[config.mk]
export PLATFORM = sky130hd
export DESIGN_NAME = instruction_encoder_loader
export DESIGN_NICKNAME = d
export VERILOG_FILES = /design/src/rtl/instruction_encoder_loader.sv
export SDC_FILE = /design/constraint.sdc
export NUM_CORES = 1
export LEC_CHECK = 0
export ABC_AREA = 1
export CORE_UTILIZATION = 44
export CTS_CLUSTER_DIAMETER = 150
export DETAILED_ROUTE_END_ITERATION = 10
export PLACE_DENSITY = 0.82
export SLEW_MARGIN = 20
export SYNTH_ARGS = -nofsm -noshare
export SYNTH_HDL_FRONTEND = slang
export SYNTH_SLANG_ARGS = --single-unit
[constraint.sdc]
create_clock -name clk -period 1.9 [get_ports clk]
set_input_delay 0.38 -clock clk [delete_from_list [all_inputs] [get_ports clk]]
set_output_delay 0.38 -clock clk [all_outputs]
set_load 0.005 [all_outputs]
[src/rtl/instruction_encoder_loader.sv]
// -----------------------------------------------------------------------------
// instruction_encoder_loader
//
// Packs instruction fields (opcode, funct, register indices, immediates) into
// 32-bit instruction words and streams them into instruction memory at
// sequential word addresses, one word per cycle. This is the inverse of the
// decode stage and sits between a boot/test loader and the imem write port.
//
// Field layout: opcode[31:27] rs[26:22] rt[21:17] rd[16:12] funct[3:0]
//               imm16[15:0] imm26[25:0]; every unused bit is written as 0.
//
// Ports
//   clk, rst_n         rising-edge clock, asynchronous active-low reset
//   start              pulse: begin (or restart) a load session
//   in_valid/in_ready  field-set handshake, a beat moves when both are high
//   fmt                0=R, 1=I, 2=J, 3=illegal
//   opcode, funct,
//   rs, rt, rd,
//   imm, imm26         instruction fields (imm is signed, must fit 16 bits)
//   last               marks the final field-set of the session
//   mem_we/addr/wdata  registered instruction-memory write port
//   busy               session in progress (LOAD or DONE)
//   done               one-cycle pulse, coincides with the final write
//   count              words written in the current session
//   err_range          sticky: bad immediate or illegal fmt seen
//   err_full           sticky: DEPTH words written without a last beat
// -----------------------------------------------------------------------------
module instruction_encoder_loader #(
   parameter int ADDR_W    = 10,
   parameter int DEPTH     = 1024,
   parameter int BASE_ADDR = 0
) (
   input  logic              clk,
   input  logic              rst_n,
   input  logic              start,
   input  logic              in_valid,
   output logic              in_ready,
   input  logic [1:0]        fmt,
   input  logic [4:0]        opcode,
   input  logic [3:0]        funct,
   input  logic [4:0]        rs,
   input  logic [4:0]        rt,
   input  logic [4:0]        rd,
   input  logic [31:0]       imm,
   input  logic [25:0]       imm26,
   input  logic              last,
   output logic              mem_we,
   output logic [ADDR_W-1:0] mem_addr,
   output logic [31:0]       mem_wdata,
   output logic              busy,
   output logic              done,
   output logic [ADDR_W:0]   count,
   output logic              err_range,
   output logic              err_full
);

   localparam logic [ADDR_W-1:0] BASE_C  = ADDR_W'(BASE_ADDR);
   localparam logic [ADDR_W:0]   DEPTH_C = (ADDR_W+1)'(DEPTH);

   typedef enum logic [1:0] {
      S_IDLE,
      S_LOAD,
      S_DONE,
      S_ERR
   } state_t;

   state_t            state_q, state_d;
   logic [ADDR_W-1:0] ptr_q, ptr_d;
   logic [ADDR_W:0]   count_q, count_d;
   logic              mem_we_q, mem_we_d;
   logic [ADDR_W-1:0] mem_addr_q, mem_addr_d;
   logic [31:0]       mem_wdata_q, mem_wdata_d;
   logic              err_range_q, err_range_d;
   logic              err_full_q, err_full_d;

   logic [31:0]       word_c;
   logic              bad_c;
   logic              imm_fits_c;
   logic              in_ready_c;
   logic              accept_c;
   logic [ADDR_W:0]   count_inc_c;

   // Encode the presented field-set and flag it if it cannot be encoded.
   // An immediate fits 16 signed bits exactly when bits 31..15 are all
   // copies of the sign, so they must be all zeros or all ones.
   always_comb begin
      word_c     = 32'h0;
      imm_fits_c = (imm[31:15] == '0) || (imm[31:15] == '1);
      bad_c      = 1'b0;
      unique case (fmt)
         2'd0: word_c = {opcode, rs, rt, rd, 8'b0, funct};
         2'd1: begin
            word_c = {opcode, rs, rt, 1'b0, imm[15:0]};
            bad_c  = !imm_fits_c;
         end
         2'd2: word_c = {opcode, 1'b0, imm26};
         default: bad_c = 1'b1;
      endcase
   end

   // Count already includes a write that is issuing this cycle, so the
   // DEPTH limit is a plain compare. A start in the same cycle wins over
   // any beat on the bus, so the beat is refused rather than half-taken.
   always_comb begin
      in_ready_c  = (state_q == S_LOAD) && !start && (count_q < DEPTH_C);
      accept_c    = in_valid && in_ready_c;
      count_inc_c = count_q + 1'b1;
   end

   // Next-state and write-port logic. A new write is only ever launched by
   // an accepted good beat; the previously registered write still drains
   // on its own, which is why start does not touch mem_we.
   always_comb begin
      state_d     = state_q;
      ptr_d       = ptr_q;
      count_d     = count_q;
      mem_we_d    = 1'b0;
      mem_addr_d  = mem_addr_q;
      mem_wdata_d = mem_wdata_q;
      err_range_d = err_range_q;
      err_full_d  = err_full_q;

      if (start) begin
         state_d     = S_LOAD;
         ptr_d       = BASE_C;
         count_d     = '0;
         err_range_d = 1'b0;
         err_full_d  = 1'b0;
      end else begin
         unique case (state_q)
            S_IDLE: ;
            S_LOAD: begin
               if (accept_c) begin
                  if (bad_c) begin
                     err_range_d = 1'b1;
                     state_d     = S_ERR;
                  end else begin
                     mem_we_d    = 1'b1;
                     mem_addr_d  = ptr_q;
                     mem_wdata_d = word_c;
                     ptr_d       = ptr_q + 1'b1;
                     count_d     = count_inc_c;
                     // A last beat that also fills the session still
                     // counts as a clean finish.
                     if (last) begin
                        state_d = S_DONE;
                     end else if (count_inc_c == DEPTH_C) begin
                        state_d    = S_ERR;
                        err_full_d = 1'b1;
                     end
                  end
               end
            end
            S_DONE: state_d = S_IDLE;
            S_ERR:  ;
            default: state_d = S_IDLE;
         endcase
      end
   end

   // State and output registers; reset drops any in-flight write at once.
   always_ff @(posedge clk or negedge rst_n) begin
      if (!rst_n) begin
         state_q     <= S_IDLE;
         ptr_q       <= BASE_C;
         count_q     <= '0;
         mem_we_q    <= 1'b0;
         mem_addr_q  <= BASE_C;
         mem_wdata_q <= 32'h0;
         err_range_q <= 1'b0;
         err_full_q  <= 1'b0;
      end else begin
         state_q     <= state_d;
         ptr_q       <= ptr_d;
         count_q     <= count_d;
         mem_we_q    <= mem_we_d;
         mem_addr_q  <= mem_addr_d;
         mem_wdata_q <= mem_wdata_d;
         err_range_q <= err_range_d;
         err_full_q  <= err_full_d;
      end
   end

   assign in_ready  = in_ready_c;
   assign mem_we    = mem_we_q;
   assign mem_addr  = mem_addr_q;
   assign mem_wdata = mem_wdata_q;
   assign busy      = (state_q == S_LOAD) || (state_q == S_DONE);
   assign done      = (state_q == S_DONE);
   assign count     = count_q;
   assign err_range = err_range_q;
   assign err_full  = err_full_q;

endmodule
==> Flow_metrics.wiki, run 1 <==
== Metrics ==
{| class="wikitable"
! Metric !! Value
|-
| Relative contribution of sequential cells to total power || 38.5%
|-
| Met2 wire length || 5297 um
|-
| Yosys chip area || 3640 um^2
|-
| Top library cells by usage in the layout, fill and taps aside || clkdlybuf4s50_1 (143), nand2_1 (136), dfrtp_1 (67)
|-
| Most common cell in the netlist || nand2_1
|-
| Leakage power summed over all cells || 2.441 nW
|-
| Count of buffers from port buffering || 147
|-
| Most Crowded Layer GR || met2
|-
| EDFF count, synth || 0
|-
| Met2 usage in global routing || 43.63%
|-
| CTS Hold Bufs || 0
|-
| Dominant comb cell || simple AND/OR/NAND/NOR gates
|-
| Max_slew headroom || 66.37%
|-
| Total routed wire length on the met1 layer || 4362 um
|-
| Max reg flops || 32
|-
| Crit path kind || reg -> out
|-
| Met1 Usage GRT || 32.02%
|-
| Number of sinks driven by the clock tree || 68
|-
| I/O pin total || 148
|-
| Post-synthesis xor/xnor area fraction || 0.9625%
|-
| Combinational Power Share || 37.5%
|-
| First-pass GRT wire length || 17480 um
|-
| Multiplexer share of the synthesized area || 0%
|-
| Post-synthesis area per instance || 7.679 um^2
|-
| Synth flops || 68
|-
| Number of placed instances with taps included || 728
|-
| Met3 GRT Util || 5.829%
|-
| Area growth, synth to finish || 54.76%
|-
| Cell class with the largest area share || buffers
|-
| Initial core utilization || 46.38%
|-
| Multi-input logic portion of the cell area || 29.74%
|-
| Family with the most delay on the worst path || buffers and inverters
|-
| List of cells traversed by the critical path || buf_4, ha_2, inv_4, nor3_1, dlygate4sd2_1
|-
| Area share of the leading cell type in the synthesized netlist || 46.75%
|-
| Post-layout net count || 732
|-
| Buf/Inv on CP || 3
|-
| Clock buffer and inverter area fraction after layout || 3.843%
|-
| Buffer count from post-CTS setup fixing || 1
|-
| Final ANT Viol Nets || 0
|-
| Sequential-to-total area share from yosys stat || 46.75%
|-
| Result of the run || finished, final reports clean
|-
| Post-detailed-routing wire length || 10720 um
|-
| Simple share || 31.87%
|-
| Final Power || 5.462 mW
|-
| Element type at the critical path start || register
|-
| Power per cell area || 969.6 nW/um^2
|-
| Synth Area in Compound Gates || 11.34%
|-
| Final critical-path required period || 1.862 ns
|-
| Count of distinct cell types in the synthesized netlist || 34
|-
| Final Hold Fails || 0
|}
run 1: final timing paths:
path,startpoint,endpoint,slack [ns],cells after the start
max,state_q[0]$_DFFE_PN0P_,in_ready,0.04,5
min,rst_n,count[4]$_DFFE_PN0P_,0.04,2
max reg2reg,count[0]$_DFFE_PN0P_,state_q[0]$_DFFE_PN0P_,0.16,12
min reg2reg,mem_wdata[1]$_DFFE_PN0P_,mem_wdata[1]$_DFFE_PN0P_,0.48,2
max in group asynchronous,rst_n,mem_wdata[14]$_DFFE_PN0P_,1.56,2
min in group clk,mem_wdata[1]$_DFFE_PN0P_,mem_wdata[1]$_DFFE_PN0P_,0.48,2
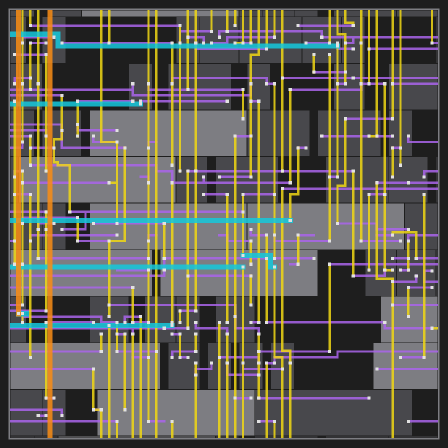
(run_1/detail.png)
Region (11, 57) to (36, 82) um. Cells in gray, sequential cells in the stronger gray; small squares are vias.
[metal 2] yellow
[metal 3] cyan
[metal 1] purple
[metal 4] orange
most frequent: clkdlybuf4s50_1 (9), a31oi_1 (8), dfrtp_1 (8)
sequential cells in the window: 8
cells with their middle in the window: 46
netlist names of flops here include: mem_wdata (8)

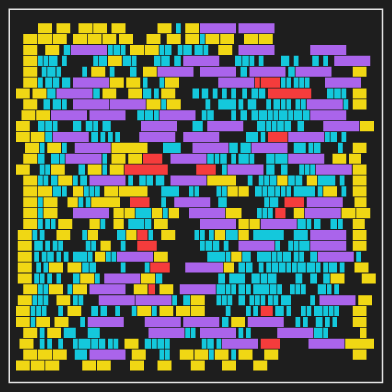
(run_1/placement_by_type.png)
Drawn at 4 px/um.
[remaining buffers and delay cells] yellow | cells: 176
[clock drivers and dummy loads] red | cells: 16
[sequential cells] purple | cells: 68
[combinational and other logic] cyan | cells: 384
standard-cell rows: 32
Finished Core Util: 71.78%
Core Box Area: 7848 um^2
register fraction of the total cell area: 30.23%

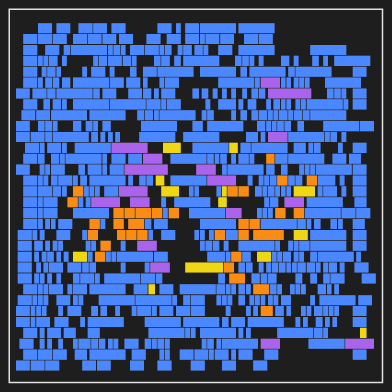
(run_1/sizes.png)
Drawn at 4 px/um.
[_0 and _1 cells] blue | cells: 581 | share: 90%
[_6 and larger] purple | cells: 17 | share: 2.6%
[_3 and _4 cells] orange | cells: 33 | share: 5.1%
[_2 cells] yellow | cells: 13 | share: 2.0%

==> run_1/congestion.png <==
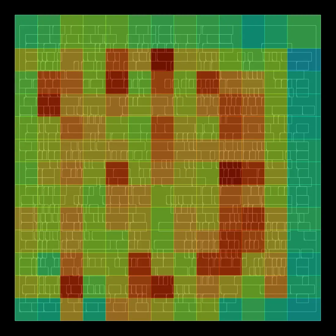

--- run 2 (diff from run 1) ---
- SKIP_LAST_GASP: not set -> 1
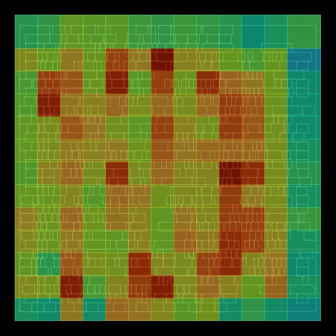
(run_2/congestion.png)
Finished Core Util: 71.81%
met2 usage in global routing: 43.38%

==> run 2 against run 1 <==
Synthesized cell count did not move. Combinational power barely moved. Register-to-register slack got worse by 0.14 ns. Cell area barely moved. Utilization barely moved. Global-route usage fell by 0.11 points. Synthesized area did not move. Sequential share of layout area barely moved. Via count barely moved.
==> Flow_metrics.wiki, run 2 <==
== Metrics ==
{| class="wikitable"
! Metric !! Value
|-
| Result of the run || finished, final reports clean
|-
| Terminus of the critical flop-to-flop path || ptr_q[2]$_DFFE_PN0P_
|-
| Final ANT Viol Nets || 0 (unchanged)
|-
| Number of sinks driven by the clock tree || 68 (unchanged)
|-
| Worst setup slack for register-to-register paths || 0.02 ns (-0.14 ns)
|-
| Area share of the leading cell type in the synthesized netlist || 46.75% (unchanged)
|-
| Final critical-path required period || 1.877 ns (+0.01548 ns)
|-
| Count of distinct cell types in the synthesized netlist || 34 (unchanged)
|-
| Top library cells by usage in the layout, fill and taps aside || clkdlybuf4s50_1 (143), nand2_1 (136), dfrtp_1 (67)
|-
| Post-detailed-routing wire length || 10760 um (+0.45%)
|-
| I/O pin total || 148 (unchanged)
|-
| Yosys chip area || 3640 um^2 (unchanged)
|-
| Capturing instance or port of the critical path || ptr_q[2]$_DFFE_PN0P_
|-
| Simple share || 31.87% (unchanged)
|-
| CTS Hold Bufs || 0 (unchanged)
|-
| Buf/Inv on CP || 3 (unchanged)
|-
| Final Hold Fails || 0 (unchanged)
|-
| Number of placed instances with taps included || 728 (unchanged)
|-
| Post-synthesis area per instance || 7.679 um^2 (unchanged)
|-
| Multiplexer share of the synthesized area || 0% (unchanged)
|}
## run 2: cell counts after synthesis
No cell type changed its count.
## run 2: per-layer routing
metal	up-vias	part of all wire [%]	global-route usage [%]	wire (um)
li1	1902	-	-	-
met1	1813	40	31.91	4349
met2	189	50	43.38	5353
met3	21	7.4	5.829	795
met4	0	2.5	10.51	265
met5	-	0	0	0
## run 2: final cells by class
cell class              instances  area (um^2)
fillers                       628         2212
repair buffers                177         1759
flip-flops and latches         68         1703
multi-input cells             343         1670
inverters                      41        158.9
clock buffers                  10        127.6
well taps                     102        127.6
clock inverters                 6        88.84
## run 2: what timing repair did
action / in CTS / in global routing
gates resized: 4 / 9
endpoints found under the setup margin: 3 / 18
pin swaps: 0 / 2
buffers inserted: 1 / 1
gates cloned: 0 / 1
--- run 3 (diff from run 2) ---
- SLEW_MARGIN: 20 -> not set
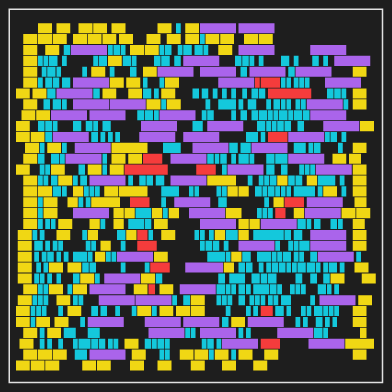
(run_3/placement_by_type.png)
Drawn at 4 px/um.
register fraction of the total cell area: 30.22%
area of all placed cells without fillers: 5635 um^2

==> run 3 against run 2 <==
Power stayed put. Sequential power about the same. Combinational power about the same. Count of clock-buffer cells in the layout is the same. Worst hold slack unchanged. Highest routed layer unchanged. Clock power is essentially flat. Routed wire length is the same. Sequential share of layout area unchanged.
==> Flow_metrics.wiki, run 3 <==
== Metrics ==
{| class="wikitable"
! Metric !! Value
|-
| Area share of the leading cell type in the synthesized netlist || 46.75% (unchanged)
|-
| Met3 Wirelength || 795 um (unchanged)
|-
| Yosys chip area || 3640 um^2 (unchanged)
|-
| Buf/Inv on CP || 3 (unchanged)
|-
| Final Hold Fails || 0 (unchanged)
|-
| Number of sinks driven by the clock tree || 68 (unchanged)
|-
| Final critical-path required period || 1.877 ns (unchanged)
|-
| Met2 wire length || 5353 um (unchanged)
|-
| Most Crowded Layer GR || met2
|-
| Finished Core Util || 71.81% (unchanged)
|-
| Total routed wire length on the met1 layer || 4349 um (unchanged)
|-
| Final ANT Viol Nets || 0 (unchanged)
|-
| CTS Hold Bufs || 0 (unchanged)
|-
| Result of the run || finished, final reports clean
|-
| Count of distinct cell types in the synthesized netlist || 34 (unchanged)
|-
| Top library cells by usage in the layout, fill and taps aside || clkdlybuf4s50_1 (143), nand2_1 (136), dfrtp_1 (67)
|-
| Post-synthesis area per instance || 7.679 um^2 (unchanged)
|-
| Met1 Usage GRT || 31.91% (unchanged)
|-
| Terminus of the critical flop-to-flop path || ptr_q[2]$_DFFE_PN0P_
|-
| Met2 usage in global routing || 43.38% (unchanged)
|-
| Uppermost metal layer occupied by signal nets || met4
|-
| Post-detailed-routing wire length || 10760 um (unchanged)
|}
## run 3: cell counts after synthesis
No cell type changed its count.
## run 3: repair_timing
action	CTS	global route
cloned	0	1
gates resized	4	9
pin swaps	0	2
endpoints found under the setup margin	3	18
buffers inserted	1	1
## run 3: kinds of logic (layout without fill, tap and decap cells)
family / after synthesis / count (layout) / synth area share, %
adder cells (fa/ha/maj): 4 / 4 / 1.375
AND/OR/NAND/NOR: 266 / 266 / 31.87
buffers and inverters: 63 / 234 / 7.700
flip-flops: 68 / 68 / 46.75
XOR/XNOR: 4 / 4 / 0.9627
AND-OR/OR-AND: 69 / 69 / 11.34
## run 3: cell type report
class	count	area, um^2
sequential	68	1703
inverter	41	158.9
timing repair buffer	177	1759
clock buffer	10	127.6
clock inverter	6	88.84
multi-input combinational	343	1670
tap	102	127.6
fill	628	2212
No activity file was given, so power comes from the tool's default toggle rates.
